### config.mk
export PLATFORM = sky130hd
export DESIGN_NAME = sdp_ram_arbiter
export DESIGN_NICKNAME = d
export VERILOG_FILES = /design/src/rtl/sdp_ram_arbiter_pkg.sv /design/src/rtl/sdp_ram_arbiter_rr_arbiter.sv /design/src/rtl/sdp_ram_arbiter.sv
export SDC_FILE = /design/constraint.sdc
export NUM_CORES = 1
export LEC_CHECK = 0
export CAP_MARGIN = 0
export CORE_MARGIN = 5
export CORE_UTILIZATION = 30
export CTS_BUF_LIST = sky130_fd_sc_hd__clkbuf_16
export DETAILED_ROUTE_END_ITERATION = 6
export HOLD_SLACK_MARGIN = 0.03
export PLACE_DENSITY_LB_ADDON = 0.2
export SYNTH_ARGS = -nofsm -noshare
export SYNTH_HDL_FRONTEND = slang
export SYNTH_SLANG_ARGS = --single-unit
### constraint.sdc
create_clock -name clk -period 4.7 [get_ports clk]
set_input_delay 0.705 -clock clk [delete_from_list [all_inputs] [get_ports clk]]
set_output_delay 0.705 -clock clk [all_outputs]
set_load 0.01 [all_outputs]
### src/rtl/sdp_ram_arbiter_pkg.sv
// Shared constants and helpers for the simple dual-port RAM arbiter.
// COMMON_BRAM_DELAY normally comes from the project-wide common_defines.vh.
// The fallback below keeps this slice self-contained when that header is absent.
`ifndef COMMON_BRAM_DELAY
`define COMMON_BRAM_DELAY 2
`endif

package sdp_ram_arbiter_pkg;

  localparam int DEF_COE_WIDTH  = 39;
  localparam int DEF_ADDR_WIDTH = 9;
  localparam int DEF_N_REQ      = 4;
  localparam int DEF_BRAM_DELAY = `COMMON_BRAM_DELAY;

  // Advance a requester index by one, wrapping at n (n need not be a power of two).
  function automatic int wrap_inc(input int idx, input int n);
    return (idx + 1 >= n) ? 0 : idx + 1;
  endfunction

endpackage

### src/rtl/sdp_ram_arbiter_rr_arbiter.sv
// Round-robin arbiter: combinational one-hot grant from req and a priority pointer.
// The pointer moves to the slot after the winner and holds when nothing is granted.
module rr_arbiter
  import sdp_ram_arbiter_pkg::*;
#(
  parameter int N_REQ = DEF_N_REQ
) (
  input  logic                       clk,
  input  logic                       rst,
  input  logic [N_REQ-1:0]           req,
  output logic [N_REQ-1:0]           gnt,
  output logic [$clog2(N_REQ)-1:0]   gnt_id,
  output logic                       gnt_any
);

  localparam int ID_W = $clog2(N_REQ);

  logic [ID_W-1:0] r_ptr;
  int              w_idx;

  // Pick the first requester at or after the pointer; no grant while in reset.
  always_comb begin
    // NOTE: every output of a combinational block gets a default first, so no path leaves it unassigned and no latch is inferred.
    gnt     = '0;
    gnt_id  = '0;
    gnt_any = 1'b0;
    w_idx   = 0;
    if (!rst) begin
      for (int i = 0; i < N_REQ; i++) begin
        w_idx = int'(r_ptr) + i;
        if (w_idx >= N_REQ) w_idx = w_idx - N_REQ;
        if (!gnt_any && req[w_idx]) begin
          gnt[w_idx] = 1'b1;
          gnt_id     = ID_W'(w_idx);
          gnt_any    = 1'b1;
        end
      end
    end
  end

  // Priority pointer: restart search after the winner, hold when idle.
  always_ff @(posedge clk) begin
    // NOTE: state registers use non-blocking assignments so every flop samples pre-edge values.
    if (rst) begin
      r_ptr <= '0;
    end else if (gnt_any) begin
      r_ptr <= ID_W'(wrap_inc(int'(gnt_id), N_REQ));
    end
  end

endmodule

### src/rtl/sdp_ram_arbiter.sv
// Shares one simple dual-port RAM between N_REQ requesters.
// Independent round-robin arbitration on the write and read ports; a tag pipe
// matched to the RAM read latency steers read data back to the issuing requester.
module sdp_ram_arbiter
  import sdp_ram_arbiter_pkg::*;
#(
  parameter int COE_WIDTH         = DEF_COE_WIDTH,
  parameter int ADDR_WIDTH        = DEF_ADDR_WIDTH,
  parameter int N_REQ             = DEF_N_REQ,
  parameter int COMMON_BRAM_DELAY = DEF_BRAM_DELAY
) (
  input  logic                        clk,
  input  logic                        rst,
  input  logic [N_REQ-1:0]            wr_valid,
  output logic [N_REQ-1:0]            wr_ready,
  input  logic [N_REQ*ADDR_WIDTH-1:0] wr_addr,
  input  logic [N_REQ*COE_WIDTH-1:0]  wr_data,
  input  logic [N_REQ-1:0]            rd_valid,
  output logic [N_REQ-1:0]            rd_ready,
  input  logic [N_REQ*ADDR_WIDTH-1:0] rd_addr,
  output logic [N_REQ-1:0]            rsp_valid,
  output logic [COE_WIDTH-1:0]        rsp_data,
  output logic                        ram_wea,
  output logic [ADDR_WIDTH-1:0]       ram_addra,
  output logic [COE_WIDTH-1:0]        ram_dina,
  output logic [ADDR_WIDTH-1:0]       ram_addrb,
  input  logic [COE_WIDTH-1:0]        ram_doutb,
  output logic                        idle
);

  localparam int REQ_ID_WIDTH = $clog2(N_REQ);
  localparam int TAG_DEPTH    = 1 + COMMON_BRAM_DELAY;

  // Arbiter outputs
  logic [N_REQ-1:0]        w_wr_gnt;
  logic [REQ_ID_WIDTH-1:0] w_wr_id;
  logic                    w_wr_any;
  logic [N_REQ-1:0]        w_rd_gnt;
  logic [REQ_ID_WIDTH-1:0] w_rd_id;
  logic                    w_rd_any;

  // Winner's payload selected by grant index
  logic [ADDR_WIDTH-1:0]   w_wr_addr;
  logic [COE_WIDTH-1:0]    w_wr_data;
  logic [ADDR_WIDTH-1:0]   w_rd_addr;

  // RAM-side registers
  logic                    r_ram_wea;
  logic [ADDR_WIDTH-1:0]   r_ram_addra;
  logic [COE_WIDTH-1:0]    r_ram_dina;
  logic [ADDR_WIDTH-1:0]   r_ram_addrb;

  // Tag pipe: stage k describes the read whose address reached the RAM k cycles ago
  logic [TAG_DEPTH-1:0]    r_tag_vld;
  logic [REQ_ID_WIDTH-1:0] r_tag_id [TAG_DEPTH];

  logic                    w_rsp_fire;
  logic [COE_WIDTH-1:0]    r_rsp_data;

  rr_arbiter #(.N_REQ(N_REQ)) u_wr_arb (
    .clk     (clk),
    .rst     (rst),
    .req     (wr_valid),
    .gnt     (w_wr_gnt),
    .gnt_id  (w_wr_id),
    .gnt_any (w_wr_any)
  );

  rr_arbiter #(.N_REQ(N_REQ)) u_rd_arb (
    .clk     (clk),
    .rst     (rst),
    .req     (rd_valid),
    .gnt     (w_rd_gnt),
    .gnt_id  (w_rd_id),
    .gnt_any (w_rd_any)
  );

  assign wr_ready  = w_wr_gnt;
  assign rd_ready  = w_rd_gnt;
  assign w_wr_addr = wr_addr[w_wr_id*ADDR_WIDTH +: ADDR_WIDTH];
  assign w_wr_data = wr_data[w_wr_id*COE_WIDTH +: COE_WIDTH];
  assign w_rd_addr = rd_addr[w_rd_id*ADDR_WIDTH +: ADDR_WIDTH];

  // Write port: strobe for exactly the cycle after a grant, address/data hold otherwise.
  always_ff @(posedge clk) begin
    if (rst) begin
      r_ram_wea   <= 1'b0;
      r_ram_addra <= '0;
      r_ram_dina  <= '0;
    end else begin
      r_ram_wea <= w_wr_any;
      if (w_wr_any) begin
        r_ram_addra <= w_wr_addr;
        r_ram_dina  <= w_wr_data;
      end
    end
  end

  // Read port: address follows the last grant; the RAM keeps reading in between.
  always_ff @(posedge clk) begin
    if (rst) begin
      r_ram_addrb <= '0;
    end else if (w_rd_any) begin
      r_ram_addrb <= w_rd_addr;
    end
  end

  // Tag valids: shift one stage per cycle; reset flushes every in-flight read.
  always_ff @(posedge clk) begin
    if (rst) begin
      r_tag_vld <= '0;
    end else begin
      r_tag_vld <= {r_tag_vld[TAG_DEPTH-2:0], w_rd_any};
    end
  end

  // Tag ids: plain shift register alongside the valids.
  always_ff @(posedge clk) begin
    // NOTE: the id stages are not reset; they are only ever looked at when their valid bit is set.
    r_tag_id[0] <= w_rd_id;
    for (int k = 1; k < TAG_DEPTH; k++) begin
      r_tag_id[k] <= r_tag_id[k-1];
    end
  end

  // Last tag stage lines up with ram_doutb; suppressed while reset is asserted.
  assign w_rsp_fire = r_tag_vld[TAG_DEPTH-1] & ~rst;

  // Response data holder: keeps the last delivered word between responses.
  always_ff @(posedge clk) begin
    if (rst) begin
      r_rsp_data <= '0;
    end else if (w_rsp_fire) begin
      r_rsp_data <= ram_doutb;
    end
  end

  assign rsp_valid = w_rsp_fire ? (N_REQ'(1) << r_tag_id[TAG_DEPTH-1]) : '0;
  assign rsp_data  = w_rsp_fire ? ram_doutb : r_rsp_data;

  assign ram_wea   = r_ram_wea;
  assign ram_addra = r_ram_addra;
  assign ram_dina  = r_ram_dina;
  assign ram_addrb = r_ram_addrb;
  assign idle      = ~(|r_tag_vld) & ~r_ram_wea;

endmodule

**Metal 4**

Supply wires on this layer in grey.
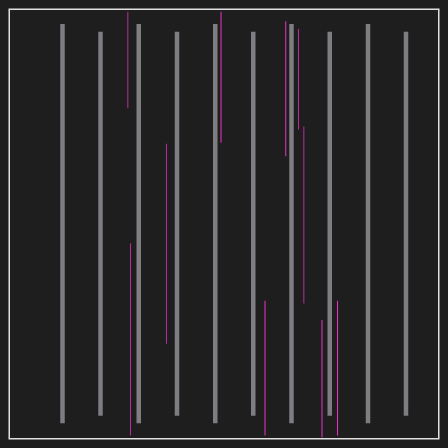
- wire length on this layer: 501 um
- longest straight run: 70.7 um
- share of all routed wire: 2.0%
routed vias: 6382
total routed wirelength: 24900 um

**Register map, names as in the netlist**

Other sequential cells in the stronger grey, the rest of the logic in the fainter grey.
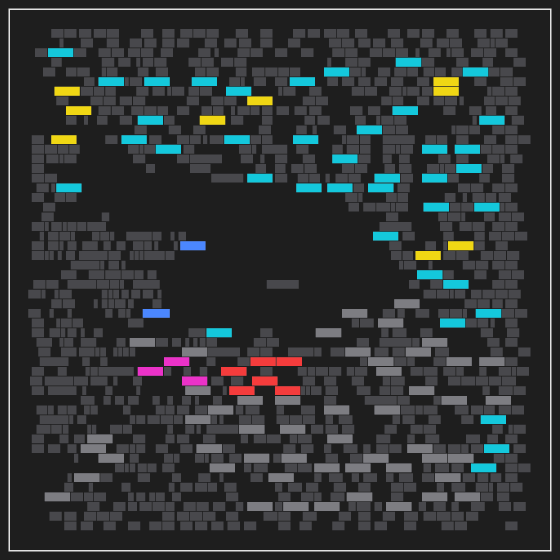
- magenta: `r_tag_vld` (sequential cells 3)
- yellow: `ram_addra` (sequential cells 9)
- blue: `u_wr_arb.r_ptr` (sequential cells 2)
- red: `r_tag_id` (sequential cells 6)
- cyan: `ram_dina` (sequential cells 39)
- not coloured: 51
Seq/total area: 21.0%
Flop area: 2200 um2
Seq power: 1.30 mW
final core occ: 52.3%

**Cell sizes after repair**

Bar = 50 um.
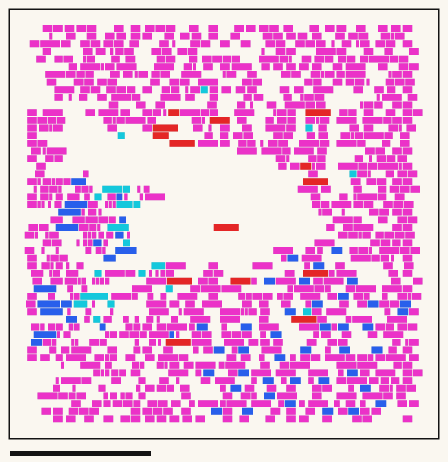
- red: x6 and larger (cells 14; share 1.4%)
- magenta: x1 and smaller (cells 897; share 91%)
- cyan: x3 and x4 (cells 20; share 2.0%)
- blue: x2 (cells 58; share 5.9%)
area grow syn2layout: 73.0%
final instance area: 10500 um2
Signal buffers: 399
Final WS setup: 570 ps

-- cells by family after synthesis --
group / synth area share [%]
compound gates: 22.3
simple gates: 11.6
buf+inv: 7.64
flops: 36.4
mux: 20.3
fa+ha+maj: 1.65
xor+xnor: 0.145
-- final cells by class --
cell class	count	area, um2	area share, %
Antenna cell	2	5.00	0.0478
Inverter	56	210	2.01
Sequential cell	110	2200	21.0
Clock buffer	9	225	2.15
Multi-Input combinational cell	408	3440	32.9
Tap cell	270	338	3.22
Clock inverter	7	67.6	0.645
Timing Repair Buffer	399	3990	38.0
-- synthesized netlist by cell type, types with 8 or more instances --
cell type | number | area share [%]
and2_1 | 41 | 4.2
nor3b_1 | 13 | 1.6
clkbuf_1 | 31 | 1.9
a221oi_1 | 8 | 1.2
inv_1 | 56 | 3.5
buf_2 | 18 | 1.5
a32oi_1 | 47 | 6.8
a22oi_1 | 8 | 0.99
nand2_1 | 20 | 1.2
mux2_2 | 41 | 7.6
ha_1 | 8 | 1.7
o211ai_1 | 10 | 1.2
o221ai_1 | 48 | 6.9
nor2_1 | 26 | 1.6
mux2i_1 | 61 | 10
o21ai_0 | 13 | 1.1
o21a_1 | 9 | 1.1
dfxtp_1 | 110 | 36
-- registers in the layout, summed over array words and instances (netlist names) --
register	count
r_rsp_data	39
r_tag_id	6
r_tag_vld	3
ram_addra	9
ram_addrb	9
ram_dina	39
ram_wea	1
u_rd_arb.r_ptr	2
u_wr_arb.r_ptr	2
-- power by group through the flow --
stage	logic [mW]	registers, mW	clock network [mW]
after floorplan	1.08	1.39	0
after global placement	2.12	1.31	0
after detailed placement	2.13	1.32	0
after CTS	2.14	1.30	0.799
after global routing	2.29	1.33	0.838
final	2.13	1.30	0.769
-- layer usage --
metal	vias to the layer above	routed length, um
li1	3088	-
met1	3044	10200
met2	225	13000
met3	25	1160
met4	0	501
met5	-	0
-- critical path, cell delays in order (launching register included) --
cell	delay, ps
dfxtp_2	520
inv_1	180
ha_1	450
mux4_2	630
nor2b_1	330
a22oi_1	110
nor2_1	110
a221oi_1	60
nor2_1	120
clkdlybuf4s50_1	550
-- repair_timing --
item	CTS	global route
resized	0	2
hold endpoints to repair	0	0
endpoints found under the setup margin	0	4
-- path summary, 6_finish.rpt --
path / endpoint / slack, ps / start / depth (start not counted)
setup / recovery: wr_ready[3] / 570 / u_wr_arb.r_ptr[0]$_SDFFE_PP0P_ / 9
hold / removal: r_tag_id[0][5]$_DFF_P_ / 330 / r_tag_id[0][3]$_DFF_P_ / 0
setup reg to reg: ram_dina[20]$_SDFFE_PP0P_ / 1030 / u_wr_arb.r_ptr[0]$_SDFFE_PP0P_ / 8
hold reg to reg: r_tag_id[0][5]$_DFF_P_ / 330 / r_tag_id[0][3]$_DFF_P_ / 0
==> Slide: Implementation Results <==
Flow Results at a Glance

STA
  • Unrepaired setup endpoints after global routing: false
  • Final min period: 4130 ps
  • Least-Margin Pin Slew: around 1100 ps
  • Worst Hold Slack: approximately 330 ps
  • Final hold vios: 0
  • Fmax: 242 MHz
  • Final setup vio count: 0
  • Relative slew slack: 26.6%
  • Final Max Tran Viols: 0
  • Final setup TNS: 0 ps
  • Final setup skew: 8.45 ps
  • Final worst-path cycle share: 87.9%

Floorplan
  • Die Wd: about 150 um
  • Row cnt: 52
  • Die Ht: 152 um
  • Chip area: 23100 um2
  • Core area: around 20000 um2
  • Pre-Place Util: 30.2%
  • Top Ports: about 390

Place
  • Post-placement cell area: 10200 um2
  • Hpwl dp: 19200 um
  • Dpl ws: 573 ps
  • I/O Buffers: a little under 400
  • Dpl cells: between 1000 and 1500

Power and ir drop
  • Pleak: 3.93 nW
  • Peak VDD IR: 232 uV
  • Clock power frac: 18.3%
  • Overall Power: 4.19 mW
  • P_sw: 1.56 mW
  • PwrDens: approximately 400 nW/um2
  • Register share of total power: 30.9%
  • Pint: roughly 2.6 mW
  • Switching portion of total power: 37.2%

Clocking
  • CTS tree: done
  • CTS Root Cell: clkbuf_16
  • CTS Hold Buffers Added: 0
  • Post-CTS setup buffers: 0
  • Num Clock Sinks: roughly 110
  • Clk slew on worst S/H paths: 80 ps
  • Worst-case clock buffer depth: 2
  • CTS buffer count: 9
  • H-Tree Depth: 3

Worst setup path
  • Crit path kind: flip-flop to output pin
  • CP required: 3990 ps
  • Largest fanout on the critical path: 15

Status
  • Status: finished, final reports clean

Synthesis
  • Post-Syn Area: 6060 um2
  • YS chip area: 6060 um2
  • Distinct cells, synth: 50
  • Net Count, Synth: between 900 and 1000
  • EDFF count, synth: 0
  • Avg Cell Area, Syn: 9.64 um2
  • Async SR Flop Fraction: 0%
  • Post-synth top flop: dfxtp_1
  • Ys cells: 628
  • Yosys reg bits: 110
  • Cells after Synth: between 600 and 700

Final layout
  • Layout cell share with drive strength beyond 1: 9.30%
  • Most frequent logic cell in the layout: clkdlybuf4s50_1
  • Tally of filler cells in the layout: 1899
  • Fin nets: 1269
  • Layout Cells excl Fill: 1261
  • Top cells excl fill/tap: clkdlybuf4s50_1, dfxtp_1, mux2i_1

Global routing
  • Vias in the first global route: 6042
  • Busiest layer in global routing: met2
  • Met1 global-route usage: about a quarter
  • Largest net degree at the start of global routing: 49
  • First-pass GRT wire length: 38000 um
  • Met2 Resource Use GR: 36.7%
  • Total global routing overflow: 0
  • Met3 Resource Use GR: under 10%
  • Initial antenna violation count: 2

Job
  • OpenROAD warning count: 32
  • Max-cap viol count: 0

Routing
  • Post-route ant nets: 0
  • Via/cell ratio: 5.06
  • DR DRC count: 0
  • DRT iter0 DRCs: between 200 and 300
  • Routed WL per cell: about 20 um

Min path
  • Min-Delay Path Class: flip-flop to flip-flop
Power is estimated from default activity; no workload was simulated.
